Fig. 1: M1 wires
(4 px per micron) Supply wires on this layer in grey.
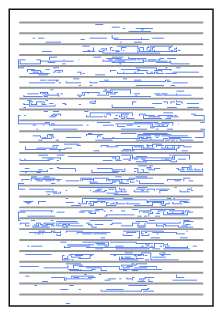
Fig. 2: met2 routing
(4 px per micron) Cells faint in the background.
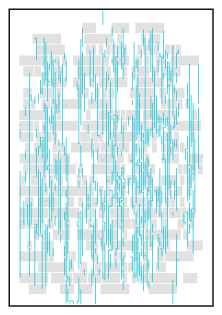
Fig. 3: signal wires on met3
(4 px per micron)
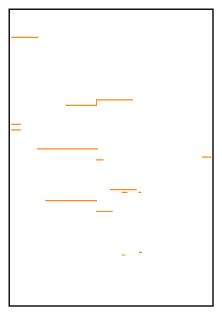
Fig. 4: placement view
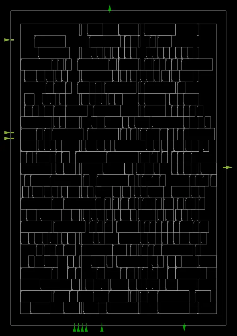
Fig. 5: ports around the boundary
(4 px per micron) Pins as bars across the die edge, other pins in grey.
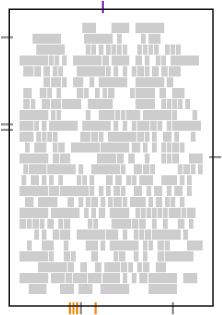
$ cat config.mk
export PLATFORM = sky130hd
export DESIGN_NAME = ir_packet_tx
export DESIGN_NICKNAME = d
export VERILOG_FILES = /design/src/rtl/ir_tx_pkg.sv /design/src/rtl/ir_carrier_gen.sv /design/src/rtl/ir_packet_tx.sv
export SDC_FILE = /design/constraint.sdc
export NUM_CORES = 1
export LEC_CHECK = 0
export ABC_AREA = 1
export CORE_ASPECT_RATIO = 1.5
export CORE_MARGIN = 2
export CORE_UTILIZATION = 58
export DETAILED_ROUTE_END_ITERATION = 16
export PLACE_DENSITY = 0.78
export SLEW_MARGIN = 5
export SYNTH_ARGS = -nofsm -noshare
export SYNTH_HDL_FRONTEND = slang
export SYNTH_SLANG_ARGS = --single-unit
$ cat constraint.sdc
create_clock -name CLK -period 2.23 [get_ports CLK]
set_clock_uncertainty 0.05 [all_clocks]
set_input_delay 0.446 -clock CLK [delete_from_list [all_inputs] [get_ports CLK]]
set_output_delay 0.446 -clock CLK [all_outputs]
set_load 0.01 [all_outputs]
$ cat src/rtl/ir_tx_pkg.sv
`default_nettype none
// +----------------------------------------------------------------------+
// | ir_tx_pkg: shared types and default timing for the IR transmitter    |
// | Rev 1.0                                                              |
// +----------------------------------------------------------------------+
package ir_tx_pkg;

  typedef enum logic [2:0] {
    IDLE   = 3'd0,
    START  = 3'd1,
    SELECT = 3'd2,
    DATA   = 3'd3,
    GAP    = 3'd4
  } ir_state_t;

  // Half-period minus one at 100 MHz gives a carrier close to 36 kHz.
  localparam int c_def_clk_div_half   = 1388;
  localparam int c_def_start_burst    = 192;
  localparam int c_def_select_burst   = 24;
  localparam int c_def_gap_len        = 24;
  localparam int c_def_assert_burst   = 48;
  localparam int c_def_deassert_burst = 24;
  localparam int c_def_num_cmd        = 4;
  localparam int c_def_cnt_w          = 8;

endpackage
`default_nettype wire

$ cat src/rtl/ir_carrier_gen.sv
`default_nettype none
// +----------------------------------------------------------------------+
// | ir_carrier_gen: square-wave carrier with one-cycle tick per period   |
// | Rev 1.0                                                              |
// +----------------------------------------------------------------------+
module ir_carrier_gen
  import ir_tx_pkg::*;
#(
  parameter int CLK_DIV_HALF = c_def_clk_div_half
) (
  input  logic CLK,
  input  logic RESET,
  input  logic ENABLE,
  input  logic RESTART,
  output logic CARRIER,
  output logic TICK
);

  localparam int c_div_w = (CLK_DIV_HALF > 0) ? $clog2(CLK_DIV_HALF + 1) : 1;
  localparam logic [c_div_w-1:0] c_div_last = c_div_w'(CLK_DIV_HALF);

  logic [c_div_w-1:0] div_cnt_q;
  logic               carrier_q;
  logic               carrier_dly_q;

  // RESTART clears the delayed copy as well, so no falling edge is seen on restart.
  always_ff @(posedge CLK) begin
    if (RESET || !ENABLE || RESTART) begin
      div_cnt_q     <= '0;
      carrier_q     <= 1'b0;
      carrier_dly_q <= 1'b0;
    end else begin
      carrier_dly_q <= carrier_q;
      if (div_cnt_q == c_div_last) begin
        div_cnt_q <= '0;
        carrier_q <= ~carrier_q;
      end else begin
        div_cnt_q <= div_cnt_q + c_div_w'(1);
      end
    end
  end

  assign CARRIER = carrier_q;
  assign TICK    = carrier_dly_q & ~carrier_q;

endmodule
`default_nettype wire

$ cat src/rtl/ir_packet_tx.sv
`default_nettype none
// +----------------------------------------------------------------------+
// | ir_packet_tx: serialises start/select/command bursts onto the IR LED |
// | Rev 1.0                                                              |
// +----------------------------------------------------------------------+
module ir_packet_tx
  import ir_tx_pkg::*;
#(
  parameter int CLK_DIV_HALF   = c_def_clk_div_half,
  parameter int START_BURST    = c_def_start_burst,
  parameter int SELECT_BURST   = c_def_select_burst,
  parameter int GAP_LEN        = c_def_gap_len,
  parameter int ASSERT_BURST   = c_def_assert_burst,
  parameter int DEASSERT_BURST = c_def_deassert_burst,
  parameter int NUM_CMD        = c_def_num_cmd,
  parameter int CNT_W          = c_def_cnt_w
) (
  input  logic               CLK,
  input  logic               RESET,
  input  logic               ENABLE,
  input  logic [NUM_CMD-1:0] COMMAND,
  input  logic               SEND_PACKET,
  output logic               BUSY,
  output logic               DONE,
  output logic               IR_LED
);

  localparam int c_idx_w = (NUM_CMD > 1) ? $clog2(NUM_CMD) : 1;
  localparam logic [c_idx_w-1:0] c_last_idx = c_idx_w'(NUM_CMD - 1);

  ir_state_t          state_q;
  ir_state_t          after_gap_q;
  logic [NUM_CMD-1:0] cmd_q;
  logic [c_idx_w-1:0] idx_q;
  logic [CNT_W-1:0]   burst_cnt_q;
  logic               led_en_q;
  logic               busy_q;
  logic               done_q;

  logic               w_carrier;
  logic               w_tick;
  logic               w_accept;
  logic               w_seg_end;
  logic [CNT_W-1:0]   w_seg_len;

  assign w_accept = (state_q == IDLE) && SEND_PACKET;

  ir_carrier_gen #(
    .CLK_DIV_HALF(CLK_DIV_HALF)
  ) u_carrier (
    .CLK     (CLK),
    .RESET   (RESET),
    .ENABLE  (ENABLE),
    .RESTART (w_accept),
    .CARRIER (w_carrier),
    .TICK    (w_tick)
  );

  always_comb begin
    w_seg_len = '0;
    case (state_q)
      START:   w_seg_len = CNT_W'(START_BURST);
      SELECT:  w_seg_len = CNT_W'(SELECT_BURST);
      GAP:     w_seg_len = CNT_W'(GAP_LEN);
      DATA:    w_seg_len = cmd_q[idx_q] ? CNT_W'(ASSERT_BURST) : CNT_W'(DEASSERT_BURST);
      default: w_seg_len = '0;
    endcase
  end

  assign w_seg_end = (burst_cnt_q == w_seg_len);

  always_ff @(posedge CLK) begin
    if (RESET || !ENABLE) begin
      state_q     <= IDLE;
      after_gap_q <= IDLE;
      cmd_q       <= '0;
      idx_q       <= '0;
      burst_cnt_q <= '0;
      led_en_q    <= 1'b0;
      busy_q      <= 1'b0;
      done_q      <= 1'b0;
    end else begin
      done_q <= 1'b0;
      case (state_q)
        IDLE: begin
          if (SEND_PACKET) begin
            state_q     <= START;
            cmd_q       <= COMMAND;
            idx_q       <= '0;
            burst_cnt_q <= '0;
            led_en_q    <= 1'b1;
            busy_q      <= 1'b1;
          end
        end
        default: begin
          if (w_seg_end) begin
            burst_cnt_q <= '0;
            if (state_q == GAP) begin
              state_q  <= after_gap_q;
              led_en_q <= (after_gap_q != IDLE);
              busy_q   <= (after_gap_q != IDLE);
              done_q   <= (after_gap_q == IDLE);
            end else begin
              state_q  <= GAP;
              led_en_q <= 1'b0;
              // Every burst is followed by a gap; remember where to resume.
              case (state_q)
                START:   after_gap_q <= SELECT;
                SELECT:  after_gap_q <= DATA;
                default: begin
                  idx_q       <= idx_q + c_idx_w'(1);
                  after_gap_q <= (idx_q == c_last_idx) ? IDLE : DATA;
                end
              endcase
            end
          end else if (w_tick) begin
            burst_cnt_q <= burst_cnt_q + CNT_W'(1);
          end
        end
      endcase
    end
  end

  assign IR_LED = w_carrier & led_en_q;
  assign BUSY   = busy_q;
  assign DONE   = done_q;

endmodule
`default_nettype wire

==> job_summary.md <==
## PnR job results

| Metric | Value |
|---|---|
| Status | finished clean |
| Core utilization at floorplan | 0.6028 |
| Longest Clk Path Bufs | 2 |
| Yosys warning total | 0 |
| Top logic cells by instance count in the layout | 66 x nand2_1, 47 x nor2_1, 35 x dfxtp_1 |
| Min Clock Period, post-route | 1896 ps |
| Inst Count DP | 328 |
| Ys flops | 35 |
| Core area | 3128 sq um |
| Area grow syn2layout | 13.87% |
| Worst-Margin Slew | 479.7 ps |
| Critical path endpoint | burst_cnt_q[3]$_SDFFE_PP0P_ |
| Vias per Instance | 5.107 |
| Post CTS Setup Buffer Count | 0 |
| Full die area | 3732 sq um |
| Worst-path clk slew | 70 ps |
| Pwr per Cell Area | 633.3 nW/um^2 |
| TNS Setup | 0 ps |
| Fin. max-slew vios | 0 |
| Vias in the first global route | 1,539 |
| Critical Path Source | burst_cnt_q[0]$_SDFFE_PP0P_ |
| Synth area leaders | dfxtp_1 37%, nand2_1 13%, nor2_1 9.4%, nand3_1 7.4%, inv_1 6.2% |
| Post_cts resized | 0 |
| Placement Setup Slack | 302.0 ps |
| # IOs | 11 |
| Max-area cell share | 0.3716 |
| Required time worst endpoint | 2410 ps |
| Gr ovfl total | 0 |
| Critical path type | register to register |
| Hold-fix buffers at CTS | 0 |
| Syn avg cell area | 6.832 sq um |
| Hold Path Depth | 2 |
| Crit path largest cell delay | 320 ps |
| Post-Syn Nets | 289 |
| Area post-placement | 2047 sq um |
| Initial antenna violation count | 0 |
| Worst-path cell chain | inv_1 > ha_1 > inv_1 > nor2_1 > nand2_1 > nor2_2 > nand2_1 > nor2_4 > nand3_2 > nand2_4 > nand2_4 > nand3_1 > nand2_1 > nor2_1 |
| Reg2reg setup slack | 330 ps |
| Async S/R FF share, synth | 0 |
| Final Hold Fails | 0 |
| Hold Crit Start | cmd_q[0]$_SDFFE_PP0P_ |
| Num CTS Buffers | 5 |
| Cell taking the most area after synthesis | dfxtp_1 |
| Tot Pwr | 1.360 mW |
| RSZ-0062 raised after global routing | false |
| # setup viols final | 0 |
| Largest net degree at the start of global routing | 12 |
| Worst rel slew slack | 0.6778 |
| Hold_ws | 410.4 ps |
| Most numerous logic cell after layout | nand2_1 |
| N_diodes | 0 |
| CTS root buffer | clkbuf_8 |
| Cells in synth_stat.txt | 276 |
| Final-stage net count | 308 |
| Setup crit start kind | register |
| Antenna-violating nets left | 0 |
| Reg2reg start | burst_cnt_q[0]$_SDFFE_PP0P_ |
| Fmax | 527.3 MHz |
| Most common cell on crit path | nand2_1 |
| Crit-path max FO | 10 |
| YS chip area | 1886 sq um |
| Lkg Pwr | 0.8986 nW |
| Port buffer count | 10 |
| Max-cap viol count | 0 |
| First-pass GRT wire length | 6603 microns |
| Post-synth top cells | 66 x nand2_1, 47 x nor2_1, 35 x dfxtp_1, 31 x inv_1, 28 x nand3_1 |
| Post-synth EDFFs | 0 |
| Max VDD drop | 0.0005018 V |
| Dpl hpwl | 2980 microns |
| Late-Pin Clk Latency | 280 ps |
| Hold Path Class | register to register |
| Ys flop type | dfxtp_1 |
| Drt first pass iters | 4 |
| Post-route cell area | 2147 sq um |
| Reg2Reg Depth | 14 |
| Number of DRC markers in iteration 0 | 40 |
| Synthesized instance count | 276 |
## Picture notes: Fig. 1
nets with wire on the layer: 280
share of all routed wire: 43%
main direction: horizontal
longest straight run: 16.6 microns
wire length on this layer: 1,710 microns
via count: 1,716
drt total wl: 3992 microns
M1 GR Usage: 0.2532

## Picture notes: Fig. 2
main direction: vertical
wire length on this layer: 2,130 microns
share of all routed wire: 53%
longest straight run: 43.2 microns
grt met2 use: 0.4444

## Picture notes: Fig. 3
longest straight run: 14.9 microns
nets with wire on the layer: 8
main direction: horizontal
met3 Usage GRT: 0.04878

## Picture notes: Fig. 4
post-route insts no fill: 336
Layout Utilization: 0.6864
fillers: 313

## Picture notes: Fig. 5
legend:
  orange:
    port: COMMAND
    pins: 4
    direction: input
    edge: south
  purple:
    port: IR_LED
    pins: 1
    direction: output
    edge: north
die width: 50.56 microns
die height: 73.83 microns

## layout make-up
| cell class | instances | area (sq um) |
|---|---|---|
| Clock buffer | 8 | 100.1 |
| Fill cell | 313 | 980.9 |
| Inverter | 35 | 136.4 |
| Multi-Input combinational cell | 204 | 1030 |
| Sequential cell | 35 | 700.7 |
| Tap cell | 40 | 50.05 |
| Timing Repair Buffer | 14 | 130.1 |
## registers in the layout, summed over array words and instances (netlist names)
register and count:
u_carrier.div_cnt_q 11, burst_cnt_q 8, cmd_q 4, state_q 3, after_gap_q 2, idx_q 2
BUSY 1, DONE 1, led_en_q 1, u_carrier.CARRIER 1, u_carrier.carrier_dly_q 1
## logic make-up (layout without fill, tap and decap cells)
logic type,count (synthesis),in the layout,share of synthesized area
buffers and inverters,37,57,0.08228
XOR/XNOR,6,6,0.02788
flip-flops,35,35,0.3716
AND/OR/NAND/NOR,171,171,0.4240
adder cells (fa/ha/maj),5,5,0.03318
AND-OR/OR-AND,22,22,0.06104
## power breakdown
group | total, mW | internal [mW] | switching (mW)
registers | 0.661 | 0.643 | 0.0179
logic | 0.199 | 0.0748 | 0.124
clock network | 0.500 | 0.282 | 0.219
total | 1.36 | 0.999 | 0.360
## worst max-delay path, delay by kind of cell (launching register included)
kind | cells | cell delay (ps)
adder cells (fa/ha/maj) | 1 | 160
buffers and inverters | 2 | 140
flip-flops | 1 | 320
AND/OR/NAND/NOR | 11 | 1170
## layer usage
| metal | GRT usage | up-vias | wire length (microns) | share of wire |
|---|---|---|---|---|
| met3 | 0.04878 | 10 | 72 | 0.018 |
| met1 | 0.2532 | 770 | 1705 | 0.43 |
| met2 | 0.4444 | 15 | 2130 | 0.53 |
| met4 | 0.09009 | 0 | 85 | 0.021 |
| met5 | 0 | - | 0 | 0 |
| li1 | - | 921 | - | - |
No activity file was given, so power comes from the tool's default toggle rates.
